File: src/rtl/seq_pkg.sv
// Shared constants, mode encoding and the wrap-around step rule
// used by the LED state sequencer.
package seq_pkg;

    localparam int STATE_W    = 3;
    localparam int NUM_STATES = 5;
    localparam logic [STATE_W-1:0] LAST_STATE = 3'd4;

    typedef enum logic {
        MODE_MANUAL = 1'b0,
        MODE_AUTO   = 1'b1
    } mode_e;

    // Next sequence position; an out-of-range value recovers to 0 whatever the direction.
    function automatic logic [STATE_W-1:0] next_state(input logic [STATE_W-1:0] cur,
                                                      input logic              down);
        if (cur > LAST_STATE) begin
            return '0;
        end
        if (down) begin
            return (cur == '0) ? LAST_STATE : cur - STATE_W'(1);
        end
        return (cur == LAST_STATE) ? '0 : cur + STATE_W'(1);
    endfunction

endpackage

File: src/rtl/btn_debounce.sv
// Raw push button conditioning: 2-flop synchronizer, hold-time debounce
// counter and a single-cycle pulse on each accepted press.
module btn_debounce #(
    parameter int DEB_CYCLES = 1_000_000
) (
    input  logic clk,
    input  logic reset_n,
    input  logic btn,
    output logic press
);

    localparam int CNT_W = (DEB_CYCLES > 1) ? $clog2(DEB_CYCLES) : 1;
    localparam logic [CNT_W-1:0] CNT_LAST = CNT_W'(DEB_CYCLES - 1);

    logic             sync1;
    logic             sync2;
    logic             level;
    logic [CNT_W-1:0] cnt;

    // NOTE: sequential state uses non-blocking assignments so every flop samples pre-edge values.
    always_ff @(posedge clk or negedge reset_n) begin
        if (!reset_n) begin
            sync1 <= 1'b0;
            sync2 <= 1'b0;
            level <= 1'b0;
            cnt   <= '0;
            press <= 1'b0;
        end else begin
            sync1 <= btn;
            sync2 <= sync1;
            press <= 1'b0;
            if (sync2 == level) begin
                cnt <= '0;
            end else if (cnt == CNT_LAST) begin
                // Level held long enough; only the 0->1 acceptance is an event.
                cnt   <= '0;
                level <= sync2;
                press <= sync2;
            end else begin
                cnt <= cnt + CNT_W'(1);
            end
        end
    end

endmodule

File: src/rtl/state_sequencer.sv
// Five-position sequencer stepped by a debounced button (MANUAL) or a
// prescaled tick (AUTO), with direction and run/freeze control.
module state_sequencer
    import seq_pkg::*;
#(
    parameter int TICK_DIV   = 50_000_000,
    parameter int DEB_CYCLES = 1_000_000
) (
    input  logic               clk,
    input  logic               reset_n,
    input  logic               btn_next,
    input  logic               btn_mode,
    input  logic               dir,
    input  logic               enable,
    output logic [STATE_W-1:0] state,
    output logic               step,
    output logic               auto
);

    localparam int PRE_W = (TICK_DIV > 1) ? $clog2(TICK_DIV) : 1;
    localparam logic [PRE_W-1:0] PRE_LAST = PRE_W'(TICK_DIV - 1);

    logic             next_press;
    logic             mode_press;
    logic             dir_s1;
    logic             dir_s2;
    logic             step_req;
    mode_e            mode;
    logic [PRE_W-1:0] prescaler;

    btn_debounce #(.DEB_CYCLES(DEB_CYCLES)) u_next_deb (
        .clk     (clk),
        .reset_n (reset_n),
        .btn     (btn_next),
        .press   (next_press)
    );

    btn_debounce #(.DEB_CYCLES(DEB_CYCLES)) u_mode_deb (
        .clk     (clk),
        .reset_n (reset_n),
        .btn     (btn_mode),
        .press   (mode_press)
    );

    always_ff @(posedge clk or negedge reset_n) begin
        if (!reset_n) begin
            dir_s1 <= 1'b0;
            dir_s2 <= 1'b0;
        end else begin
            dir_s1 <= dir;
            dir_s2 <= dir_s1;
        end
    end

    // Step source follows the mode in force before any toggle this cycle.
    always_comb begin
        // NOTE: default assigned first so no branch can leave step_req unassigned and infer a latch.
        step_req = 1'b0;
        if (mode == MODE_AUTO) begin
            step_req = (prescaler == PRE_LAST);
        end else begin
            step_req = next_press;
        end
    end

    always_ff @(posedge clk or negedge reset_n) begin
        if (!reset_n) begin
            mode      <= MODE_MANUAL;
            auto      <= 1'b0;
            prescaler <= '0;
            state     <= '0;
            step      <= 1'b0;
        end else begin
            step <= 1'b0;
            // Frozen cycles drop any press event instead of queueing it.
            if (enable) begin
                if (step_req) begin
                    state <= next_state(state, dir_s2);
                    step  <= 1'b1;
                end
                if (mode_press) begin
                    mode      <= (mode == MODE_MANUAL) ? MODE_AUTO : MODE_MANUAL;
                    auto      <= (mode == MODE_MANUAL);
                    prescaler <= '0;
                end else if (mode == MODE_AUTO) begin
                    prescaler <= (prescaler == PRE_LAST) ? '0 : prescaler + PRE_W'(1);
                end
            end
        end
    end

endmodule

File: config.mk
export PLATFORM = sky130hd
export DESIGN_NAME = state_sequencer
export DESIGN_NICKNAME = d
export VERILOG_FILES = /design/src/rtl/seq_pkg.sv /design/src/rtl/btn_debounce.sv /design/src/rtl/state_sequencer.sv
export SDC_FILE = /design/constraint.sdc
export NUM_CORES = 1
export LEC_CHECK = 0
export CAP_MARGIN = 20
export CORE_MARGIN = 2
export CORE_UTILIZATION = 55
export CTS_CLUSTER_DIAMETER = 200
export DETAILED_ROUTE_END_ITERATION = 10
export MAX_ROUTING_LAYER = met4
export PLACE_DENSITY = 0.72
export SLEW_MARGIN = 5
export SYNTH_ARGS = -nofsm -noshare
export SYNTH_HDL_FRONTEND = slang
export SYNTH_HIERARCHICAL = 1
export SYNTH_SLANG_ARGS = --single-unit
File: constraint.sdc
create_clock -name clk -period 5.5 [get_ports clk]
set_input_delay 0.825 -clock clk [delete_from_list [all_inputs] [get_ports clk]]
set_output_delay 0.825 -clock clk [all_outputs]
set_load 0.05 [all_outputs]
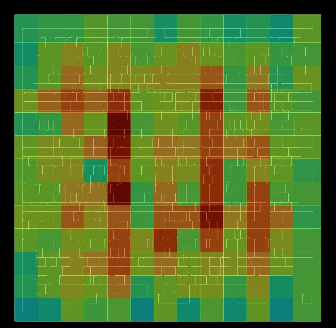
(congestion heat map)
Total Routing Usage GR: 20.7%
global route hottest layer: met2
met3 usage in global routing: 3.32%
Final Util: 62.9%
met2 GRT Util: 33.0%

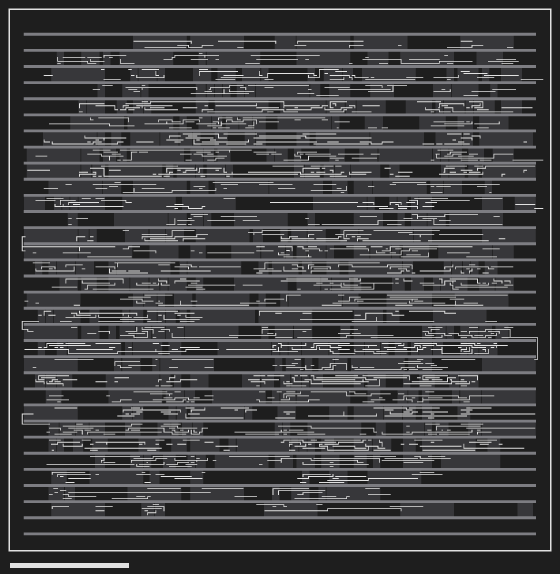
(signal wires on met1)
Bar = 20 um. Supply wires on this layer in grey. Cells faint in the background.
The longest straight run is 23.9 um. The layer holds 49% of the routed length. The wires run mostly horizontal.

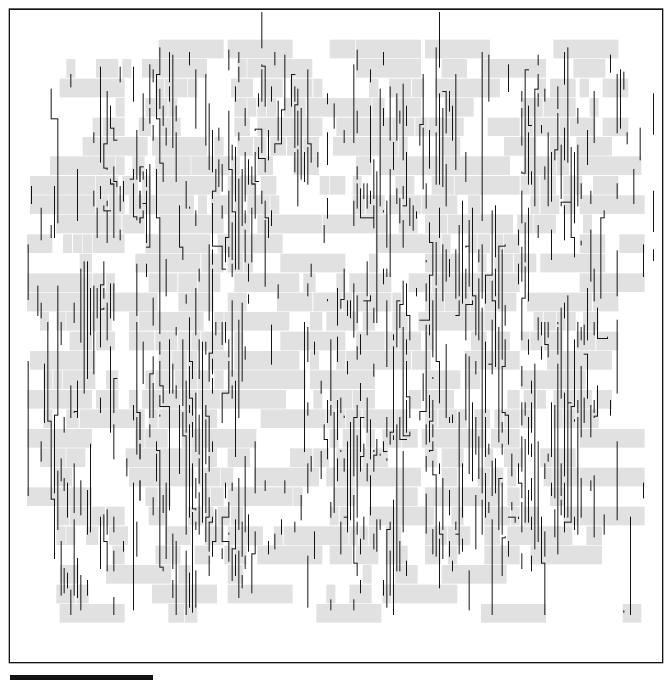
(met2 routing)
Bar = 20 um. Cells faint in the background.
367 nets have wire on it. The longest straight run is 30.9 um. The wires run mostly vertical. The layer holds 47% of the routed length. The layer carries 3630 um of wire.
via count: 3119
Routed WL: 7710 um

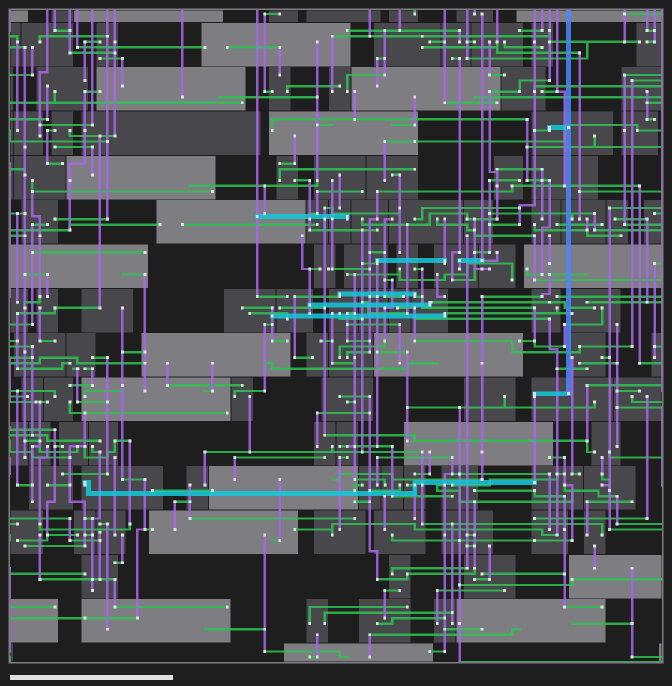
(zoomed window)
Bar = 10 um. Window x 26 to 66, y 7 to 47 um. Cells in grey, sequential cells in the stronger grey; small squares are vias.
Key: M1 = green; M2 = purple; M3 = cyan; M4 = blue
Sequential cells in the window: 17. Netlist names of flops here include prescaler (12), u_mode_deb/cnt (5). 105 logic cells have their middle in the window. Most frequent: nor2_1 (17), dfrtp_1 (17), xnor2_1 (8).

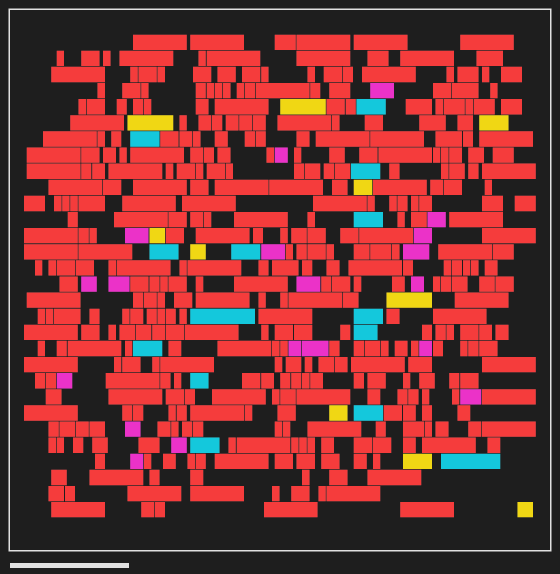
(sizing map)
Bar = 20 um.
Key: x6 and larger = cyan [cells 14, share 3.2%, most used clkbuf_8]; x3 and x4 = yellow [cells 10, share 2.3%]; x1 and smaller = red [cells 399, share 90%, most used dfrtp_1]; x2 = magenta [cells 19, share 4.3%]
Finished Cell Area: 4590 um2
Layout area overhead: 9.89%

==> flow_summary.ini <==
; implementation run metrics
[run_status]
status = completed

[synth]
synth.distinct_cells = 57
ys_seq_share_pct = 48.5
simple_gate_share_pct = 24.7
synth-edff-count = 0
synth.area.top_cells = dfrtp_1, xnor2_1, nor2_1
async_flop_share_pct = 100
yosys_cells = 427
synthMostInstantiatedCell = dfrtp_1
yosys.area_share.aoi_pct = 11.0
ys_sh_mux_pct = 2.28
synth.logic.top_family = simple AND/OR/NAND/NOR gates
fp_nets = 441

[timing]
hold_ws_ns = 0.356
slew_headroom_pct = 39.6
max_freq_mhz = 365

[floorplan]
die_y_um = 91.1
ios = 11
die_width_um = 91.1
rows = 31

[finish]
n_antenna_cell = 0
clkbuf_count = 10
layout_top_cells = dfrtp_1, nor2_1, nand3_1, nand2_1
dominant_cells = flip-flops and latches
inverters = 24

[setup_path]
worstSetupPathType = in2reg
cpPeakStageDelay_ns = 0.83
critical_path_depth = 5
start_kind = input port
worstPathRequired_ns = 5.78
cp-startpoint = enable
critPathSlowestCell = a211oi_2
end_kind = flop
path_max_fanout = 17

[pwr]
power_mw = 1.10
power_density_nw_per_um2 = 240

[detailed_routing]
top_layer_used = met4
dr_wl_met2_um = 3630
drt_iter0_drc = 197
wl_met1_um = 3800

[placed_design]
dpl.hpwl_um = 5110

[min_path]
hold_start = u_next_deb/sync1

[clocking]
clkTransAtPathRegs_ns = 0.09

[grt]
grt_max_degree = 82
